$ cat src/rtl/slv_bar_fabric_pkg.sv
// Shared types and helpers for the slave-bus BAR fabric: BAR-hit decode and
// BAR0 register-map offsets expressed in terms of the control register count.
package slv_bar_fabric_pkg;

    localparam int MAX_BARS = 7;

    typedef struct packed {
        logic       hit;
        logic [2:0] idx;
    } bar_sel_t;

    // Fixed words sit directly after the RW control registers.
    function automatic int ofs_id(input int num_regs);
        return num_regs;
    endfunction
    function automatic int ofs_cntl(input int num_regs);
        return num_regs + 1;
    endfunction
    function automatic int ofs_cnth(input int num_regs);
        return num_regs + 2;
    endfunction
    function automatic int ofs_stat(input int num_regs);
        return num_regs + 3;
    endfunction

    function automatic bar_sel_t bar_decode(input logic [MAX_BARS-1:0] hits);
        bar_sel_t s;
        s = '0;
        for (int b = MAX_BARS - 1; b >= 0; b--) begin
            if (hits[b]) begin
                s.hit = 1'b1;
                s.idx = 3'(b);
            end
        end
        return s;
    endfunction

    function automatic logic bar_multi(input logic [MAX_BARS-1:0] hits);
        return (hits & (hits - 7'd1)) != '0;
    endfunction

endpackage

$ cat src/rtl/slv_rd_pipe.sv
// Read-return delay line: DEPTH stages of {valid, data}; data stages only load
// on valid so each stage holds the last returned word.
module slv_rd_pipe #(
    parameter int DEPTH = 0
) (
    input  logic        clk_125,
    input  logic        rstn,
    input  logic        in_vld,
    input  logic [15:0] in_dat,
    output logic        out_vld,
    output logic [15:0] out_dat
);

    generate
        if (DEPTH == 0) begin : g_bypass
            assign out_vld = in_vld;
            assign out_dat = in_dat;
        end else begin : g_pipe
            logic [DEPTH-1:0]       vld_pipe;
            logic [DEPTH-1:0][15:0] dat_pipe;

            always_ff @(posedge clk_125 or negedge rstn) begin
                if (!rstn) begin
                    vld_pipe <= '0;
                    dat_pipe <= '0;
                end else begin
                    vld_pipe[0] <= in_vld;
                    if (in_vld) dat_pipe[0] <= in_dat;
                    for (int s = 1; s < DEPTH; s++) begin
                        vld_pipe[s] <= vld_pipe[s-1];
                        if (vld_pipe[s-1]) dat_pipe[s] <= dat_pipe[s-1];
                    end
                end
            end

            assign out_vld = vld_pipe[DEPTH-1];
            assign out_dat = dat_pipe[DEPTH-1];
        end
    endgenerate

endmodule

$ cat src/rtl/slv_bar_fabric.sv
// Slave-bus fabric between the TLP slave port and BAR targets: hit decode,
// BAR0 register bank, per-BAR memory enables and latency-aligned read return.
module slv_bar_fabric
    import slv_bar_fabric_pkg::*;
#(
    parameter int          NUM_BARS = 3,
    parameter int          NUM_REGS = 8,
    parameter int          REG_AW   = 4,
    parameter int          READ_LAT = 1,
    parameter logic [15:0] ID_VALUE = 16'h8010
) (
    input  logic                         clk_125,
    input  logic                         rstn,
    input  logic [6:0]                   slv_bar_i,
    input  logic                         slv_ce_i,
    input  logic                         slv_we_i,
    input  logic [19:1]                  slv_adr_i,
    input  logic [15:0]                  slv_dat_i,
    input  logic [1:0]                   slv_sel_i,
    output logic [15:0]                  slv_dat_o,
    output logic                         slv_rvld_o,
    output logic [NUM_BARS-1:0]          mem_ce_o,
    input  logic [NUM_BARS-1:0][15:0]    mem_dat_i,
    output logic [NUM_REGS-1:0][15:0]    ctrl_o,
    input  logic [15:0]                  stat_i,
    output logic [7:0]                   err_cnt_o
);

    localparam int OFS_ID   = ofs_id(NUM_REGS);
    localparam int OFS_CNTL = ofs_cntl(NUM_REGS);
    localparam int OFS_CNTH = ofs_cnth(NUM_REGS);
    localparam int OFS_STAT = ofs_stat(NUM_REGS);

    logic [MAX_BARS-1:0]         hits;
    bar_sel_t                    hit_sel, rd_sel_q;
    logic                        wr0, rd0, dec_err, rd_vld_q, pipe_vld;
    logic [REG_AW-1:0]           ofs;
    logic [NUM_REGS-1:0][15:0]   ctrl_q;
    logic [31:0]                 cnt_q;
    logic [15:0]                 shadow_q, sticky_q, w1c, rd_word, rdata_q;
    logic [15:0]                 mux_dat, pipe_dat, dat_hold;
    logic                        unused_bits;

    // Only the low NUM_BARS hit lines take part in decode.
    always_comb begin
        hits = '0;
        hits[NUM_BARS-1:0] = slv_bar_i[NUM_BARS-1:0];
    end

    assign hit_sel = bar_decode(hits);
    assign dec_err = slv_ce_i & (~hit_sel.hit | bar_multi(hits));
    assign wr0     = slv_ce_i & slv_we_i & hit_sel.hit & (hit_sel.idx == 3'd0);
    assign rd0     = slv_ce_i & ~slv_we_i & hit_sel.hit & (hit_sel.idx == 3'd0);
    assign ofs     = slv_adr_i[REG_AW:1];
    assign w1c     = (wr0 && int'(ofs) == OFS_STAT) ?
                     ({{8{slv_sel_i[1]}}, {8{slv_sel_i[0]}}} & slv_dat_i) : 16'h0;

    always_comb begin
        mem_ce_o = '0;
        for (int b = 1; b < NUM_BARS; b++)
            mem_ce_o[b] = slv_ce_i & hit_sel.hit & (hit_sel.idx == 3'(b));
    end

    always_ff @(posedge clk_125 or negedge rstn) begin
        if (!rstn) begin
            ctrl_q    <= '0;
            cnt_q     <= '0;
            shadow_q  <= '0;
            sticky_q  <= '0;
            err_cnt_o <= '0;
        end else begin
            cnt_q <= cnt_q + 32'd1;
            // Reading the low half freezes the high half for a tear-free 32-bit read.
            if (rd0 && int'(ofs) == OFS_CNTL) shadow_q <= cnt_q[31:16];
            sticky_q <= (sticky_q & ~w1c) | stat_i;
            if (dec_err && err_cnt_o != 8'hFF) err_cnt_o <= err_cnt_o + 8'd1;
            for (int k = 0; k < NUM_REGS; k++) begin
                if (wr0 && int'(ofs) == k) begin
                    if (slv_sel_i[0]) ctrl_q[k][7:0]  <= slv_dat_i[7:0];
                    if (slv_sel_i[1]) ctrl_q[k][15:8] <= slv_dat_i[15:8];
                end
            end
        end
    end

    assign ctrl_o = ctrl_q;

    always_comb begin
        rd_word = '0;
        for (int k = 0; k < NUM_REGS; k++)
            if (int'(ofs) == k) rd_word = ctrl_q[k];
        if (int'(ofs) == OFS_ID)   rd_word = ID_VALUE;
        if (int'(ofs) == OFS_CNTL) rd_word = cnt_q[15:0];
        if (int'(ofs) == OFS_CNTH) rd_word = shadow_q;
        if (int'(ofs) == OFS_STAT) rd_word = sticky_q;
    end

    // BAR0 data is registered so it lines up with the one-cycle memory Q buses.
    always_ff @(posedge clk_125 or negedge rstn) begin
        if (!rstn) begin
            rdata_q  <= '0;
            rd_vld_q <= 1'b0;
            rd_sel_q <= '0;
        end else begin
            if (rd0) rdata_q <= rd_word;
            rd_vld_q <= slv_ce_i & ~slv_we_i;
            rd_sel_q <= hit_sel;
        end
    end

    always_comb begin
        mux_dat = '0;
        if (rd_sel_q.hit) begin
            if (rd_sel_q.idx == 3'd0) mux_dat = rdata_q;
            for (int b = 1; b < NUM_BARS; b++)
                if (rd_sel_q.idx == 3'(b)) mux_dat = mem_dat_i[b];
        end
    end

    slv_rd_pipe #(.DEPTH(READ_LAT - 1)) u_rd_pipe (
        .clk_125 (clk_125),
        .rstn    (rstn),
        .in_vld  (rd_vld_q),
        .in_dat  (mux_dat),
        .out_vld (pipe_vld),
        .out_dat (pipe_dat)
    );

    always_ff @(posedge clk_125 or negedge rstn) begin
        if (!rstn)         dat_hold <= '0;
        else if (pipe_vld) dat_hold <= pipe_dat;
    end

    assign slv_dat_o   = pipe_vld ? pipe_dat : dat_hold;
    assign slv_rvld_o  = pipe_vld;
    assign unused_bits = ^{slv_adr_i, slv_bar_i, mem_dat_i[0]};

endmodule

$ cat config.mk
export PLATFORM = sky130hd
export DESIGN_NAME = slv_bar_fabric
export DESIGN_NICKNAME = d
export VERILOG_FILES = /design/src/rtl/slv_bar_fabric_pkg.sv /design/src/rtl/slv_rd_pipe.sv /design/src/rtl/slv_bar_fabric.sv
export SDC_FILE = /design/constraint.sdc
export NUM_CORES = 1
export LEC_CHECK = 0
export CORE_MARGIN = 4
export CORE_UTILIZATION = 54
export DETAILED_ROUTE_END_ITERATION = 10
export PLACE_DENSITY = 0.92
export REMOVE_ABC_BUFFERS = 1
export SLEW_MARGIN = 15
export SYNTH_ARGS = -nofsm -noshare
export SYNTH_HDL_FRONTEND = slang
export SYNTH_SLANG_ARGS = --single-unit
$ cat constraint.sdc
create_clock -name clk_125 -period 5.3 [get_ports clk_125]
set_input_delay 1.06 -clock clk_125 [delete_from_list [all_inputs] [get_ports clk_125]]
set_output_delay 1.06 -clock clk_125 [all_outputs]
set_load 0.005 [all_outputs]
Sequential cells coloured by netlist name:
The bar under the picture is 50 um long. Other sequential cells in the stronger grey, the rest of the logic in the fainter grey.
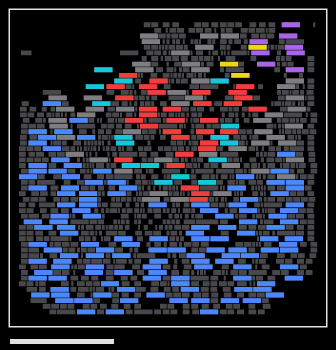
| colour | signal | placed flops |
|---|---|---|
| yellow | rd_sel_q | 3 |
| red | cnt_q | 32 |
| blue | ctrl_o | 128 |
| cyan | shadow_q | 16 |
| purple | err_cnt_o | 8 |
not coloured: 49

Cells by drive strength:
The bar under the picture is 50 um long.
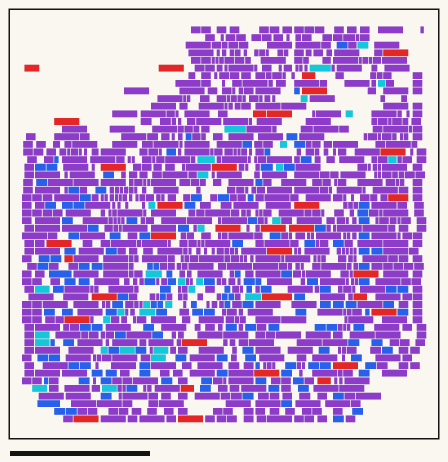
| colour | size | cells | share |
|---|---|---|---|
| cyan | _3 and _4 cells | 33 | 2.7% |
| blue | _2 cells | 161 | 13% |
| red | _6 and larger | 34 | 2.8% |
| purple | _0 and _1 cells | 988 | 81% |

==> changes_impl.md <==
### Metrics

* Status: finished clean
* Number of rows in the core area at 52
* Post-layout utilization of the core at 71.36%
* Leading cell type by number of instances after synthesis: sky130_fd_sc_hd__dfrtp_1
* Met3 wire len at 3.186 mm
* First-pass GRT wire length at 53.32 mm
* Routed length per placed instance at 22.64 um
* Total global-route track usage at 28.26%
* Maxcap violations at 0
* Setup repair after global routing missed its margin: no
* Count of cells resized by post-cts repair at 0
* Area of the mapped netlist at 11300 um2
* Yosys chip area at 11300 um2
* Endpoint of the worst register-to-register path: err_cnt_o[7]$_DFFE_PN0P_
* Top logic family: multiplexers
* Global routing usage on met1 at 38.22%
* CTS tree: built
* Launching element type of the critical path: flip-flop
* Sum of routed wire length over all layers at 33.67 mm
* YS warnings at 0
* Met2 WL at 16.22 mm
* Worst vdd rail ir drop at 261.7 uV
* Tmin final at 4.038 ns
* Leakage power figure at 6.270 nW
* Most Crowded Layer GR: met2
* Worst Setup Slack post-DPL at 1.398 ns
* Vias per inst at 6.198
* Library cell contributing the largest single delay on the critical path: sky130_fd_sc_hd__dfrtp_1
* Total number of clock tree sinks at 236
* Setup violation total in the final timing report at 0
Close-up of the layout:
Window x 99 to 129, y 23 to 53 um. Cells in grey, sequential cells in the stronger grey; small squares are vias.
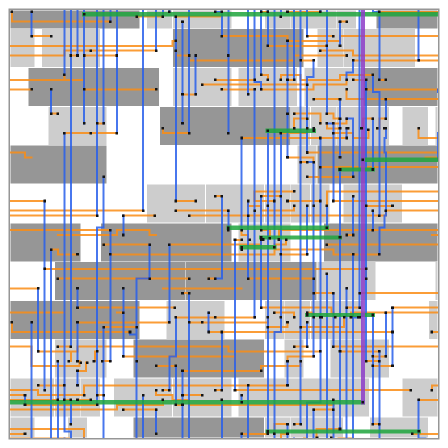
| colour | layer |
|---|---|
| orange | metal 1 |
| blue | metal 2 |
| green | metal 3 |
| purple | metal 4 |
cells with their middle in the window: 52
netlist names of flops here include: ctrl_o (14)
most frequent: mux2_2 (16), dfrtp_1 (14), o21ai_0 (6)
sequential cells in the window: 14

Clock network drawn from the DEF:
The bar under the picture is 50 um long.
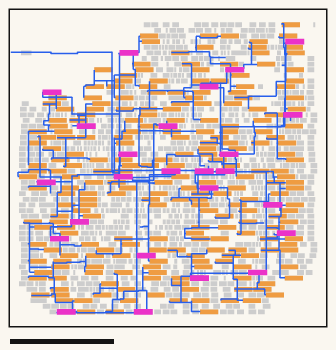
[magenta] clock drivers | count: 25
[blue] clock wires | length: 2790 um
[orange] flip-flops | count: 236
flops lie: all over the die
routed clock nets: 26

-- layout make-up --
class,count,area [um2]
diodes,1,2.502
well taps,270,337.8
inverters,23,86.33
flip-flops and latches,236,5906
clock inverters,8,78.83
fillers,1385,5851
clock buffers,32,701.9
repair buffers,246,2432
multi-input cells,671,5034
-- registers in the layout (all words and copies together) (netlist names) --
| name | flops |
|---|---|
| ctrl_o | 128 |
| err_cnt_o | 8 |
| rd_sel_q | 3 |
| dat_hold | 16 |
| rd_vld_q | 1 |
| rdata_q | 16 |
| shadow_q | 16 |
| cnt_q | 32 |
| sticky_q | 16 |
-- placed cells by master (no fill, tap or decap), types with 4 or more instances in the layout --
master,n
sky130_fd_sc_hd__nor2_1,51
sky130_fd_sc_hd__a22oi_1,4
sky130_fd_sc_hd__mux2_4,8
sky130_fd_sc_hd__o32ai_1,5
sky130_fd_sc_hd__xnor2_1,28
sky130_fd_sc_hd__a21o_1,16
sky130_fd_sc_hd__o21ai_0,43
sky130_fd_sc_hd__mux2_1,16
sky130_fd_sc_hd__clkbuf_8,5
sky130_fd_sc_hd__a222oi_1,19
sky130_fd_sc_hd__nand2_1,103
sky130_fd_sc_hd__o22ai_1,20
sky130_fd_sc_hd__nor2_2,13
sky130_fd_sc_hd__nand4_1,5
sky130_fd_sc_hd__nor2b_1,9
sky130_fd_sc_hd__a32oi_1,10
sky130_fd_sc_hd__mux2_2,130
sky130_fd_sc_hd__mux2i_1,22
sky130_fd_sc_hd__nand2b_1,6
sky130_fd_sc_hd__o221ai_1,11
sky130_fd_sc_hd__dfrtp_1,236
sky130_fd_sc_hd__a21oi_1,47
sky130_fd_sc_hd__and2_1,5
sky130_fd_sc_hd__xor2_1,10
sky130_fd_sc_hd__a211o_1,10
sky130_fd_sc_hd__clkdlybuf4s50_1,228
sky130_fd_sc_hd__inv_1,23
sky130_fd_sc_hd__nand3_1,19
sky130_fd_sc_hd__nand2_2,4
sky130_fd_sc_hd__buf_4,14
sky130_fd_sc_hd__a221oi_1,4
sky130_fd_sc_hd__clkbuf_16,25
sky130_fd_sc_hd__and3_1,8
-- kinds of logic (layout without fill, tap and decap cells) --
| family | count (synthesis) | in the layout |
|---|---|---|
| AOI/OAI and AO/OA | 199 | 199 |
| xor gates and xnor gates | 38 | 38 |
| adders and majority gates | 2 | 2 |
| buffers and inverters | 78 | 309 |
| DFF | 236 | 236 |
| muxes | 178 | 178 |
| other | 1 | 2 |
| and+or+nand+nor | 253 | 253 |
-- power by group --
group	internal [W]	switching, W
logic	0.000406	0.000298
registers	0.00193	0.000131
clock network	0.000977	0.000709
-- how the worst max path moves through the flow --
stage | slack (ns) | endpoint | cells after the start
after CTS | 1.25 | slv_dat_o[4] | 5
after global routing | 1.07 | slv_dat_o[13] | 5
final | 1.26 | slv_dat_o[4] | 5
after detailed placement | 1.40 | rdata_q[14]$_DFFE_PN0P_ | 7
after floorplan | 2.52 | ctrl_o[80]$_DFFE_PN0P_ | 4
after global placement | 1.49 | mem_ce_o[2] | 4
-- worst max-delay path, delay by kind of cell (launching register included) --
kind	cells	cell delay, ns
DFF	1	0.73
and+or+nand+nor	1	0.59
AOI/OAI and AO/OA	2	0.30
buffers and inverters	2	0.84
Power is estimated from default activity; no workload was simulated.
